==> src/rtl/iob_nesctrl_evq_if.sv <==
`default_nettype none
// ============================================================================
// Module      : iob_nesctrl_evq_if
// Description : Event stream handshake between the button-event queue and
//               its consumer (show-ahead valid/ready, 5-bit event payload).
// Revision    : 1.0 - initial release
// ============================================================================
interface iob_nesctrl_evq_if;
    logic       ev_valid;
    logic [4:0] ev_data;
    logic       ev_ready;

    modport master (
        output ev_valid,
        output ev_data,
        input  ev_ready
    );

    modport slave (
        input  ev_valid,
        input  ev_data,
        output ev_ready
    );
endinterface
`default_nettype wire

==> src/rtl/iob_nesctrl_evq.sv <==
`default_nettype none
// ============================================================================
// Module      : iob_nesctrl_evq
// Description : Debounces two NES pads and queues every debounced press or
//               release as a {pad, pressed, button} event in a small FIFO.
// Revision    : 1.0 - initial release
// ============================================================================
module iob_nesctrl_evq #(
    parameter int DEBOUNCE = 2,
    parameter int FIFO_AW  = 3
) (
    input  wire logic               clk,
    input  wire logic               arst_n,
    input  wire logic               sample_en,
    input  wire logic [15:0]        ctrl1_data,
    input  wire logic [15:0]        ctrl2_data,
    iob_nesctrl_evq_if.master       ev,
    output logic      [FIFO_AW:0]   level,
    output logic      [7:0]         stable1,
    output logic      [7:0]         stable2,
    output logic                    lost,
    input  wire logic               lost_clr
);

    localparam logic [3:0]       c_deb   = 4'(DEBOUNCE);
    localparam logic [3:0]       c_cnt_max = 4'hF;
    localparam int               c_depth_i = 1 << FIFO_AW;
    localparam logic [FIFO_AW:0] c_depth = (FIFO_AW+1)'(c_depth_i);

    // Debounce state, index 0 = pad 1, index 1 = pad 2
    logic [1:0][7:0] r_cand;
    logic [1:0][3:0] r_cnt;
    logic [1:0][7:0] r_stable;
    logic [15:0]     r_pending;
    logic            r_lost;

    logic [4:0]         r_mem [c_depth_i];
    logic [FIFO_AW-1:0] r_wptr;
    logic [FIFO_AW-1:0] r_rptr;
    logic [FIFO_AW:0]   r_count;
    logic               r_ev_valid;
    logic [4:0]         r_ev_data;

    logic [1:0][7:0]    w_raw;
    logic [1:0][7:0]    w_cand_nxt;
    logic [1:0][3:0]    w_cnt_nxt;
    logic [1:0][7:0]    w_stable_nxt;
    logic [15:0]        w_stable_cur;
    logic [15:0]        w_chg;
    logic [3:0]         w_idx;
    logic [15:0]        w_pop;
    logic               w_push;
    logic [4:0]         w_push_data;
    logic               w_full;
    logic               w_rd;
    logic [FIFO_AW:0]   w_count_nxt;
    logic [FIFO_AW-1:0] w_rptr_nxt;
    logic [4:0]         w_head_nxt;
    logic               w_unused_hi;

    assign w_raw        = {ctrl2_data[7:0], ctrl1_data[7:0]};
    assign w_unused_hi  = ^{ctrl1_data[15:8], ctrl2_data[15:8]};
    assign w_stable_cur = r_stable;

    always_comb begin
        w_cand_nxt   = r_cand;
        w_cnt_nxt    = r_cnt;
        w_stable_nxt = r_stable;
        if (sample_en) begin
            for (int p = 0; p < 2; p++) begin
                if (w_raw[p] == r_cand[p]) begin
                    w_cnt_nxt[p] = (r_cnt[p] == c_cnt_max) ? c_cnt_max : r_cnt[p] + 4'd1;
                end else begin
                    w_cand_nxt[p] = w_raw[p];
                    w_cnt_nxt[p]  = 4'd1;
                end
                if (w_cnt_nxt[p] >= c_deb) begin
                    w_stable_nxt[p] = w_cand_nxt[p];
                end
            end
        end
    end

    assign w_chg = w_stable_nxt ^ r_stable;

    // Lowest pending index wins; descending loop lets lower bits override
    always_comb begin
        w_idx = 4'd0;
        for (int i = 15; i >= 0; i--) begin
            if (r_pending[i]) begin
                w_idx = 4'(i);
            end
        end
    end

    assign w_full      = (r_count == c_depth);
    assign w_push      = (r_pending != 16'd0) && !w_full;
    assign w_pop       = w_push ? (16'd1 << w_idx) : 16'd0;
    assign w_push_data = {w_idx[3], w_stable_cur[w_idx], w_idx[2:0]};
    assign w_rd        = r_ev_valid & ev.ev_ready;
    assign w_rptr_nxt  = r_rptr + FIFO_AW'(w_rd);

    always_comb begin
        w_count_nxt = r_count;
        case ({w_push, w_rd})
            2'b10:   w_count_nxt = r_count + 1'b1;
            2'b01:   w_count_nxt = r_count - 1'b1;
            default: w_count_nxt = r_count;
        endcase
    end

    // Head register is preloaded so ev_data never depends on ev_ready
    always_comb begin
        w_head_nxt = 5'd0;
        if (w_count_nxt != '0) begin
            if (w_push && ((r_count - (FIFO_AW+1)'(w_rd)) == '0)) begin
                w_head_nxt = w_push_data;
            end else begin
                w_head_nxt = r_mem[w_rptr_nxt];
            end
        end
    end

    always_ff @(posedge clk) begin
        if (w_push) begin
            r_mem[r_wptr] <= w_push_data;
        end
    end

    always_ff @(posedge clk or negedge arst_n) begin
        if (!arst_n) begin
            r_cand     <= '0;
            r_cnt      <= '0;
            r_stable   <= '0;
            r_pending  <= '0;
            r_lost     <= 1'b0;
            r_wptr     <= '0;
            r_rptr     <= '0;
            r_count    <= '0;
            r_ev_valid <= 1'b0;
            r_ev_data  <= '0;
        end else begin
            r_cand    <= w_cand_nxt;
            r_cnt     <= w_cnt_nxt;
            r_stable  <= w_stable_nxt;
            r_pending <= (r_pending & ~w_pop) ^ w_chg;
            if ((w_chg & r_pending & ~w_pop) != 16'd0) begin
                r_lost <= 1'b1;
            end else if (lost_clr) begin
                r_lost <= 1'b0;
            end
            r_wptr     <= r_wptr + FIFO_AW'(w_push);
            r_rptr     <= w_rptr_nxt;
            r_count    <= w_count_nxt;
            r_ev_valid <= (w_count_nxt != '0);
            r_ev_data  <= w_head_nxt;
        end
    end

    assign ev.ev_valid = r_ev_valid;
    assign ev.ev_data  = r_ev_data;
    assign level       = r_count;
    assign stable1     = r_stable[0];
    assign stable2     = r_stable[1];
    assign lost        = r_lost;

endmodule
`default_nettype wire
==> src/flat_wrapper.sv <==
// flat-port wrapper written by rule: the top's interface ports become plain ports
module iob_nesctrl_evq_flat 
#(
    parameter int DEBOUNCE = 2,
    parameter int FIFO_AW  = 3
)
  (clk, arst_n, sample_en, ctrl1_data, ctrl2_data, level, stable1, stable2, lost, lost_clr, ev_ev_valid, ev_ev_data, ev_ev_ready);
  iob_nesctrl_evq_if ev_i ();
  input  wire logic clk;
  input  wire logic arst_n;
  input  wire logic sample_en;
  input  wire logic [15:0] ctrl1_data;
  input  wire logic [15:0] ctrl2_data;
  output logic      [FIFO_AW:0] level;
  output logic      [7:0] stable1;
  output logic      [7:0] stable2;
  output logic lost;
  input  wire logic lost_clr;
  output wire logic [$bits(ev_i.ev_valid)-1:0] ev_ev_valid;
  output wire logic [$bits(ev_i.ev_data)-1:0] ev_ev_data;
  input wire logic [$bits(ev_i.ev_ready)-1:0] ev_ev_ready;
  assign ev_ev_valid = ev_i.ev_valid;
  assign ev_ev_data = ev_i.ev_data;
  assign ev_i.ev_ready = ev_ev_ready;
  iob_nesctrl_evq #(.DEBOUNCE(DEBOUNCE), .FIFO_AW(FIFO_AW)) u_core (.clk(clk), .arst_n(arst_n), .sample_en(sample_en), .ctrl1_data(ctrl1_data), .ctrl2_data(ctrl2_data), .ev(ev_i), .level(level), .stable1(stable1), .stable2(stable2), .lost(lost), .lost_clr(lost_clr));
endmodule
==> config.mk <==
export PLATFORM = sky130hd
export DESIGN_NAME = iob_nesctrl_evq_flat
export DESIGN_NICKNAME = d
export VERILOG_FILES = /design/src/rtl/iob_nesctrl_evq_if.sv /design/src/rtl/iob_nesctrl_evq.sv /design/src/flat_wrapper.sv
export SDC_FILE = /design/constraint.sdc
export NUM_CORES = 1
export LEC_CHECK = 0
export CELL_PAD_IN_SITES_DETAIL_PLACEMENT = 1
export CELL_PAD_IN_SITES_GLOBAL_PLACEMENT = 1
export CORE_ASPECT_RATIO = 0.6
export CORE_UTILIZATION = 41
export CTS_CLUSTER_DIAMETER = 60
export CTS_CLUSTER_SIZE = 8
export DETAILED_ROUTE_END_ITERATION = 10
export PLACE_DENSITY_LB_ADDON = 0.1
export SYNTH_ARGS = -nofsm -noshare
export SYNTH_HDL_FRONTEND = slang
export SYNTH_SLANG_ARGS = --single-unit
export TNS_END_PERCENT = 50
==> constraint.sdc <==
create_clock -name clk -period 4.9 [get_ports clk]
set_clock_uncertainty 0.2 [all_clocks]
set_input_delay 1.225 -clock clk [delete_from_list [all_inputs] [get_ports clk]]
set_output_delay 1.225 -clock clk [all_outputs]
set_load 0.02 [all_outputs]
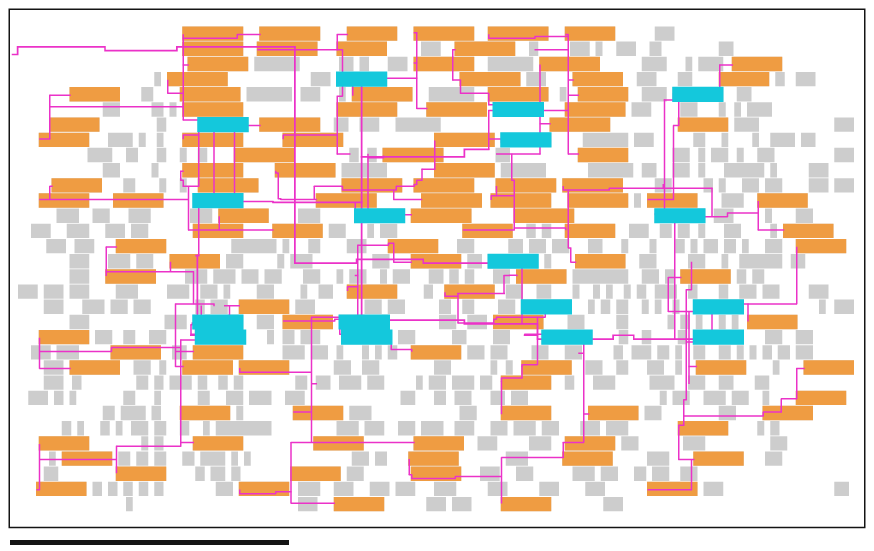
Figure 1: clock network drawn from the DEF.
Bar = 50 um.
[cyan] cells driving clock nets | count: 17
[orange] flip-flops | count: 113
[magenta] clock wires | length: 1630 um
flops lie	widely spread
routed clock nets	18

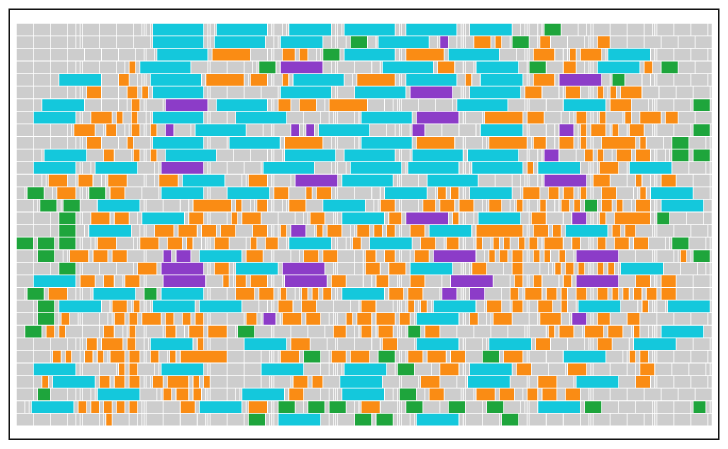
Figure 2: cells colored by class.
Fill, decap, tap and diode cells in gray.
color	class	cells
cyan	flip-flops	113
purple	clock drivers and dummy loads	32
green	other buffers and delay cells	53
orange	all other logic	329

==> notes.md <==
yosys + openroad results -> outcome finished clean, fill count about 1300, comb pwr about 2.9 mW, M2 GR Usage 0.3413, wire per inst between 20 and 25 um, Storage cell area just over 3000 um^2, Max Freq between 0.2 and 0.25 GHz, Yosys chip area 5613 um^2, aoi share 0.1119, die width 153.1 um, critical-path cell list or4_2, nor2_1, a21oi_1, inv_1, ha_1, ha_1, a21o_1, a21oi_1, xnor2_1, nor2_1, xnor2_1, nor4b_1, buf_4, a21oi_1, o21a_1, Reg with most FFs u_core.r_mem, Crit path arrival time roughly 4.2 ns, Finished Core Util 0.5230, total net switching power roughly 2.5 mW, RSZ-0062 raised after global routing no, Starting DRT DRC Count 201, Detailed Routing Iterations Pass 1 4, Final WS setup 0.8395 ns, Comb area around 2500 um^2, Top Layout Cells dfrtp_1, clkdlybuf4s50_1, edfxtp_1, xor and xnor area share after synthesis 0.08582, Logic pwr share 0.501, Top power group combinational cells, Mean Syn Cell Area ~12 um^2, clock-pin slew on the worst setup and hold paths roughly 0.060 ns, root buffer cell clkbuf_16, GRT Resource Usage Total 0.2339, routed vias/inst approximately 5.7, worst stage delay on the critical path ~0.75 ns, sequential area share after synthesis 0.5395, Reg2Reg Depth 15, Power per Cell Area ~840 nW/um^2, P_int roughly 3.3 mW, WP depth 15, setup TNS 0 ns, Hold Vio Cnt, Final 0, Hold Startpoint u_core.r_wptr[2], met1 Use GR 0.3428, Period Utilization, post-route 0.8287, critical path's most frequent cell a21oi_1, dominant class by area flip-flops and latches, maximum vdd ir drop ~500 uV, Pwr Total approximately 5.8 mW, Sw Share 0.4274
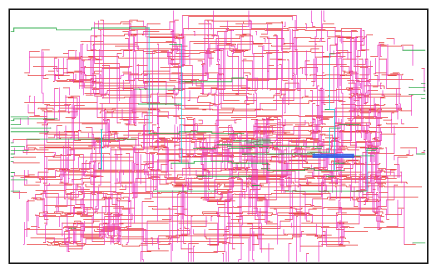
Figure 3: metal layers overlaid.
color	layer	wire length
magenta	met2	6500 um
blue	met5	13.8 um
red	met1	7870 um
green	met3	610 um
cyan	met4	166 um

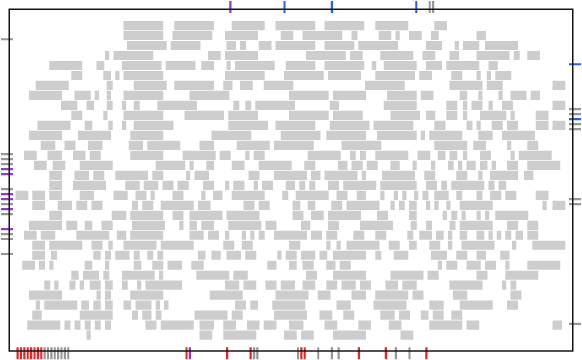
Figure 4: ports around the boundary.
Pins as bars across the die edge, other pins in gray.
color	port	pins	direction	edge
red	ctrl1_data	16	input	south
purple	stable2	8	output	6 west, 1 south, 1 north
blue	ev_ev_data	5	output	3 north, 2 east

Power is estimated from default activity; no workload was simulated.
